File: config.mk
export PLATFORM = sky130hd
export DESIGN_NAME = rssi_encoder_flat
export DESIGN_NICKNAME = d
export VERILOG_FILES = /design/src/rtl/rssi_encoder_if.sv /design/src/rtl/rssi_encoder.sv /design/src/flat_wrapper.sv
export SDC_FILE = /design/constraint.sdc
export NUM_CORES = 1
export LEC_CHECK = 0
export ABC_CLOCK_PERIOD_IN_PS = 9600
export CORE_ASPECT_RATIO = 1.4
export CORE_MARGIN = 4
export CORE_UTILIZATION = 35
export CTS_CLUSTER_SIZE = 20
export DETAILED_ROUTE_END_ITERATION = 8
export SKIP_CTS_REPAIR_TIMING = 1
export SYNTH_ARGS = -nofsm -noshare
export SYNTH_HDL_FRONTEND = slang
export SYNTH_SLANG_ARGS = --single-unit
File: constraint.sdc
create_clock -name clk -period 9.6 [get_ports clk]
set_clock_uncertainty 0.05 [all_clocks]
set_input_delay 1.92 -clock clk [delete_from_list [all_inputs] [get_ports clk]]
set_output_delay 1.92 -clock clk [all_outputs]
set_load 0.01 [all_outputs]
File: src/rtl/rssi_encoder_if.sv
// Request/response bundle for rssi_encoder: anchor/target coordinates in,
// RSSI word (two's complement Q8.12) and squared distance out.
interface rssi_encoder_if;
   logic        in_valid;
   logic        in_ready;
   logic [7:0]  ax;
   logic [7:0]  ay;
   logic [7:0]  xt;
   logic [7:0]  yt;
   logic        out_valid;
   logic        out_ready;
   logic [19:0] rssi;
   logic [16:0] dd_out;

   modport master (
      output in_valid, ax, ay, xt, yt, out_ready,
      input  in_ready, out_valid, rssi, dd_out
   );

   modport slave (
      input  in_valid, ax, ay, xt, yt, out_ready,
      output in_ready, out_valid, rssi, dd_out
   );
endinterface

File: src/rtl/rssi_encoder.sv
// Sequential RSSI generator: RSSI = -(OFFSET + 10*log10(dd)) in Q8.12, with
// log2 computed bit-serially by repeated squaring of a normalised mantissa.
module rssi_encoder #(
   parameter int FRAC_BITS = 12,
   parameter int MANT_W    = 16,
   parameter int K_LOG     = 12330,
   parameter int OFFSET    = 59
) (
   input  logic          clk,
   input  logic          reset_n,
   rssi_encoder_if.slave bus
);
   localparam int LOG_W  = 5 + FRAC_BITS;
   localparam int PROD_W = LOG_W + 14;
   localparam int CNT_W  = $clog2(FRAC_BITS + 1);
   localparam int SQ_W   = 2 * MANT_W;

   typedef enum logic [2:0] {
      ST_IDLE, ST_DIST, ST_NORM, ST_LOG, ST_SCALE, ST_DONE
   } state_e;

   state_e               state_q;
   logic [7:0]           ax_q, ay_q, xt_q, yt_q;
   logic [16:0]          dd_q;
   logic [16:0]          dd_out_q;
   logic [4:0]           p_q;
   logic [MANT_W-1:0]    m_q;
   logic [FRAC_BITS-1:0] frac_q;
   logic [CNT_W-1:0]     cnt_q;
   logic [PROD_W-1:0]    prod_q;
   logic [19:0]          rssi_q;
   logic                 out_valid_q;

   logic [7:0]           dx_d, dy_d;
   logic [15:0]          dx2_d, dy2_d;
   logic [16:0]          dd_d;
   logic [4:0]           lead_d;
   logic [MANT_W-1:0]    m_norm_d;
   logic [SQ_W-1:0]      sq_d;
   logic                 bit_d;
   logic [MANT_W-1:0]    m_sq_d;
   logic [19:0]          mag_d;

   // NOTE: every always_comb output gets an unconditional value first so no latch can form.
   always_comb begin
      dx_d  = (ax_q >= xt_q) ? (ax_q - xt_q) : (xt_q - ax_q);
      dy_d  = (ay_q >= yt_q) ? (ay_q - yt_q) : (yt_q - ay_q);
      dx2_d = {8'd0, dx_d} * {8'd0, dx_d};
      dy2_d = {8'd0, dy_d} * {8'd0, dy_d};
      dd_d  = {1'b0, dx2_d} + {1'b0, dy2_d};

      lead_d = '0;
      for (int i = 0; i < 17; i++) begin
         if (dd_q[i]) lead_d = 5'(i);
      end
      // Shifting {dd, MANT_W-1 zeros} right by p covers both the p<15 and p=16 cases.
      m_norm_d = MANT_W'({dd_q, {(MANT_W-1){1'b0}}} >> lead_d);

      sq_d   = {{MANT_W{1'b0}}, m_q} * {{MANT_W{1'b0}}, m_q};
      bit_d  = sq_d[SQ_W-1];
      m_sq_d = MANT_W'(bit_d ? (sq_d >> MANT_W) : (sq_d >> (MANT_W - 1)));

      mag_d = 20'(OFFSET << FRAC_BITS) + 20'(prod_q >> FRAC_BITS);
   end

   // NOTE: sequential state uses non-blocking assignments so all registers update from pre-edge values.
   always_ff @(posedge clk or negedge reset_n) begin
      if (!reset_n) begin
         state_q     <= ST_IDLE;
         ax_q        <= '0;
         ay_q        <= '0;
         xt_q        <= '0;
         yt_q        <= '0;
         dd_q        <= '0;
         dd_out_q    <= '0;
         p_q         <= '0;
         m_q         <= '0;
         frac_q      <= '0;
         cnt_q       <= '0;
         prod_q      <= '0;
         rssi_q      <= '0;
         out_valid_q <= 1'b0;
      end else begin
         unique case (state_q)
            ST_IDLE: begin
               if (bus.in_valid) begin
                  ax_q    <= bus.ax;
                  ay_q    <= bus.ay;
                  xt_q    <= bus.xt;
                  yt_q    <= bus.yt;
                  state_q <= ST_DIST;
               end
            end
            ST_DIST: begin
               dd_out_q <= dd_d;
               dd_q     <= (dd_d == '0) ? 17'd1 : dd_d;
               state_q  <= ST_NORM;
            end
            ST_NORM: begin
               p_q     <= lead_d;
               m_q     <= m_norm_d;
               frac_q  <= '0;
               cnt_q   <= '0;
               state_q <= ST_LOG;
            end
            ST_LOG: begin
               m_q    <= m_sq_d;
               frac_q <= {frac_q[FRAC_BITS-2:0], bit_d};
               cnt_q  <= cnt_q + CNT_W'(1);
               if (cnt_q == CNT_W'(FRAC_BITS - 1)) begin
                  cnt_q   <= '0;
                  state_q <= ST_SCALE;
               end
            end
            ST_SCALE: begin
               // Two steps: the log2*K multiply is registered before the offset/negate.
               if (cnt_q == '0) begin
                  prod_q <= PROD_W'({p_q, frac_q}) * PROD_W'(K_LOG);
                  cnt_q  <= CNT_W'(1);
               end else begin
                  rssi_q      <= 20'd0 - mag_d;
                  out_valid_q <= 1'b1;
                  cnt_q       <= '0;
                  state_q     <= ST_DONE;
               end
            end
            ST_DONE: begin
               if (bus.out_ready) begin
                  out_valid_q <= 1'b0;
                  state_q     <= ST_IDLE;
               end
            end
            default: state_q <= ST_IDLE;
         endcase
      end
   end

   assign bus.in_ready  = (state_q == ST_IDLE);
   assign bus.out_valid = out_valid_q;
   assign bus.rssi      = rssi_q;
   assign bus.dd_out    = dd_out_q;
endmodule

File: src/flat_wrapper.sv
// flat-port wrapper written by rule: the top's interface ports become plain ports
module rssi_encoder_flat 
#(
   parameter int FRAC_BITS = 12,
   parameter int MANT_W    = 16,
   parameter int K_LOG     = 12330,
   parameter int OFFSET    = 59
)
  (clk, reset_n, bus_in_valid, bus_ax, bus_ay, bus_xt, bus_yt, bus_out_ready, bus_in_ready, bus_out_valid, bus_rssi, bus_dd_out);
  rssi_encoder_if bus_i ();
  input  logic clk;
  input  logic reset_n;
  input wire logic [$bits(bus_i.in_valid)-1:0] bus_in_valid;
  input wire logic [$bits(bus_i.ax)-1:0] bus_ax;
  input wire logic [$bits(bus_i.ay)-1:0] bus_ay;
  input wire logic [$bits(bus_i.xt)-1:0] bus_xt;
  input wire logic [$bits(bus_i.yt)-1:0] bus_yt;
  input wire logic [$bits(bus_i.out_ready)-1:0] bus_out_ready;
  output wire logic [$bits(bus_i.in_ready)-1:0] bus_in_ready;
  output wire logic [$bits(bus_i.out_valid)-1:0] bus_out_valid;
  output wire logic [$bits(bus_i.rssi)-1:0] bus_rssi;
  output wire logic [$bits(bus_i.dd_out)-1:0] bus_dd_out;
  assign bus_i.in_valid = bus_in_valid;
  assign bus_i.ax = bus_ax;
  assign bus_i.ay = bus_ay;
  assign bus_i.xt = bus_xt;
  assign bus_i.yt = bus_yt;
  assign bus_i.out_ready = bus_out_ready;
  assign bus_in_ready = bus_i.in_ready;
  assign bus_out_valid = bus_i.out_valid;
  assign bus_rssi = bus_i.rssi;
  assign bus_dd_out = bus_i.dd_out;
  rssi_encoder #(.FRAC_BITS(FRAC_BITS), .MANT_W(MANT_W), .K_LOG(K_LOG), .OFFSET(OFFSET)) u_core (.clk(clk), .reset_n(reset_n), .bus(bus_i));
endmodule
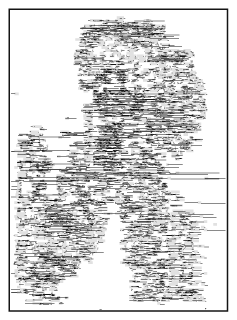
(the metal 1 layer)
Scale: 1 px per micron. Cells faint in the background.
nets with wire on the layer	2804
wire length on this layer	19900 microns
longest straight run	49.7 microns
main direction	horizontal
share of all routed wire	39%
routed wire length: 50.7 mm
Via Count: 15800
grt met1 use: 18.2%

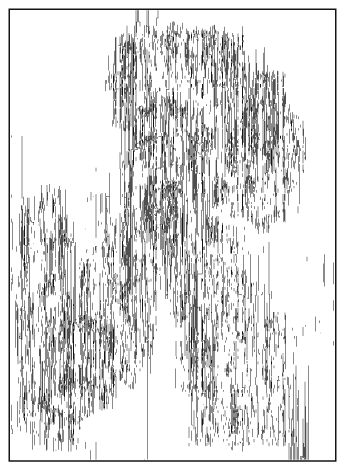
(the metal 2 layer)
Scale: 1.5 px per micron.
nets with wire on the layer	2551
main direction	vertical
longest straight run	74.8 microns
grt met2 use: 31.2%

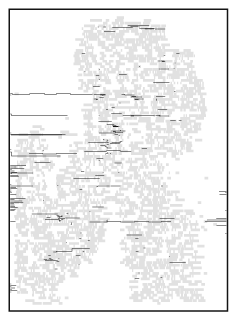
(M3 wires)
Scale: 1 px per micron. Cells faint in the background.
longest straight run	56.1 microns
share of all routed wire	3.1%
M3 GR Usage: 2.32%

==> results.txt <==
run metrics: status=completed, crit path buf inv count=4, FF-to-FF path depth=30, Post-DP HPWL=41.7 mm, ratio of cells with drive above 1 in the final layout=4.34%, most frequently placed logic cells in the final layout=sky130_fd_sc_hd__inv_1, sky130_fd_sc_hd__ha_1, sky130_fd_sc_hd__nand2_1, number of buffers on the longest clock path=2, share of Yosys cell area claimed by the top area cell type=25.4%, remaining global-route overflow=0, Post-Synth AOI/OAI Area=11.1%, aggregate negative setup slack=0 ns, post-route clock period utilization=92.4%, number of nets at floorplan=2960, CTS Sinks=146, EDFF count, synth=0, start point of the critical path=u_core.yt_q[0]$_DFFE_PN0P_, deepest level of the CTS H-tree=4, Adder-Cell Fraction of Synth Area=43.6%, transition at the pin with the smallest max-transition slack=1.02 ns, count of tool warnings=50, chip footprint=0.0650 sq mm, weighted congestion at the end of routability-driven global placement=0.894, crit-path max cell delay=0.81 ns, tightest slew margin relative to the limit=31.3%, post-detailed-route wirelength per cell=15.8 microns
==> state kept, by name, summed over array words and instances (netlist names) <==
register,flops
u_core.bus.out_valid,1
u_core.xt_q,8
u_core.ay_q,8
u_core.m_q,16
u_core.bus.rssi,20
u_core.p_q,5
u_core.prod_q,19
u_core.ax_q,8
u_core.bus.dd_out,17
u_core.cnt_q,4
u_core.yt_q,8
u_core.frac_q,12
u_core.dd_q,17
u_core.state_q,3
==> cell type report <==
| cell class | instances | area, sq um |
|---|---|---|
| Clock buffer | 18 | 439 |
| Timing Repair Buffer | 92 | 877 |
| Sequential cell | 146 | 3650 |
| Inverter | 447 | 1680 |
| Multi-Input combinational cell | 1678 | 15700 |
| Tap cell | 810 | 1010 |
| Clock inverter | 14 | 214 |
| Fill cell | 5961 | 36500 |
==> worst min-delay path, stage by stage, from the launching register on <==
cell	delay, ns
sky130_fd_sc_hd__dfrtp_1	0.34
sky130_fd_sc_hd__nand2_1	0.05
sky130_fd_sc_hd__o21ai_0	0.06
==> per-layer routing <==
metal | GRT usage [%] | part of all wire (%) | up-vias
li1 | - | - | 7637
met1 | 18.2 | 39 | 7847
met2 | 31.2 | 55 | 280
met3 | 2.32 | 3.1 | 77
met4 | 5.26 | 3.2 | 0
met5 | 0 | 0 | -
==> stage by stage <==
step	cell area [sq um]	hold slack, ns	instances
detailed placement	22900	0.418	3173
CTS	23600	0.435	3205
global route	23600	0.458	3205
global placement	22900	0.414	3173
finish	23600	0.429	3205
floorplan	21300	0.423	2343
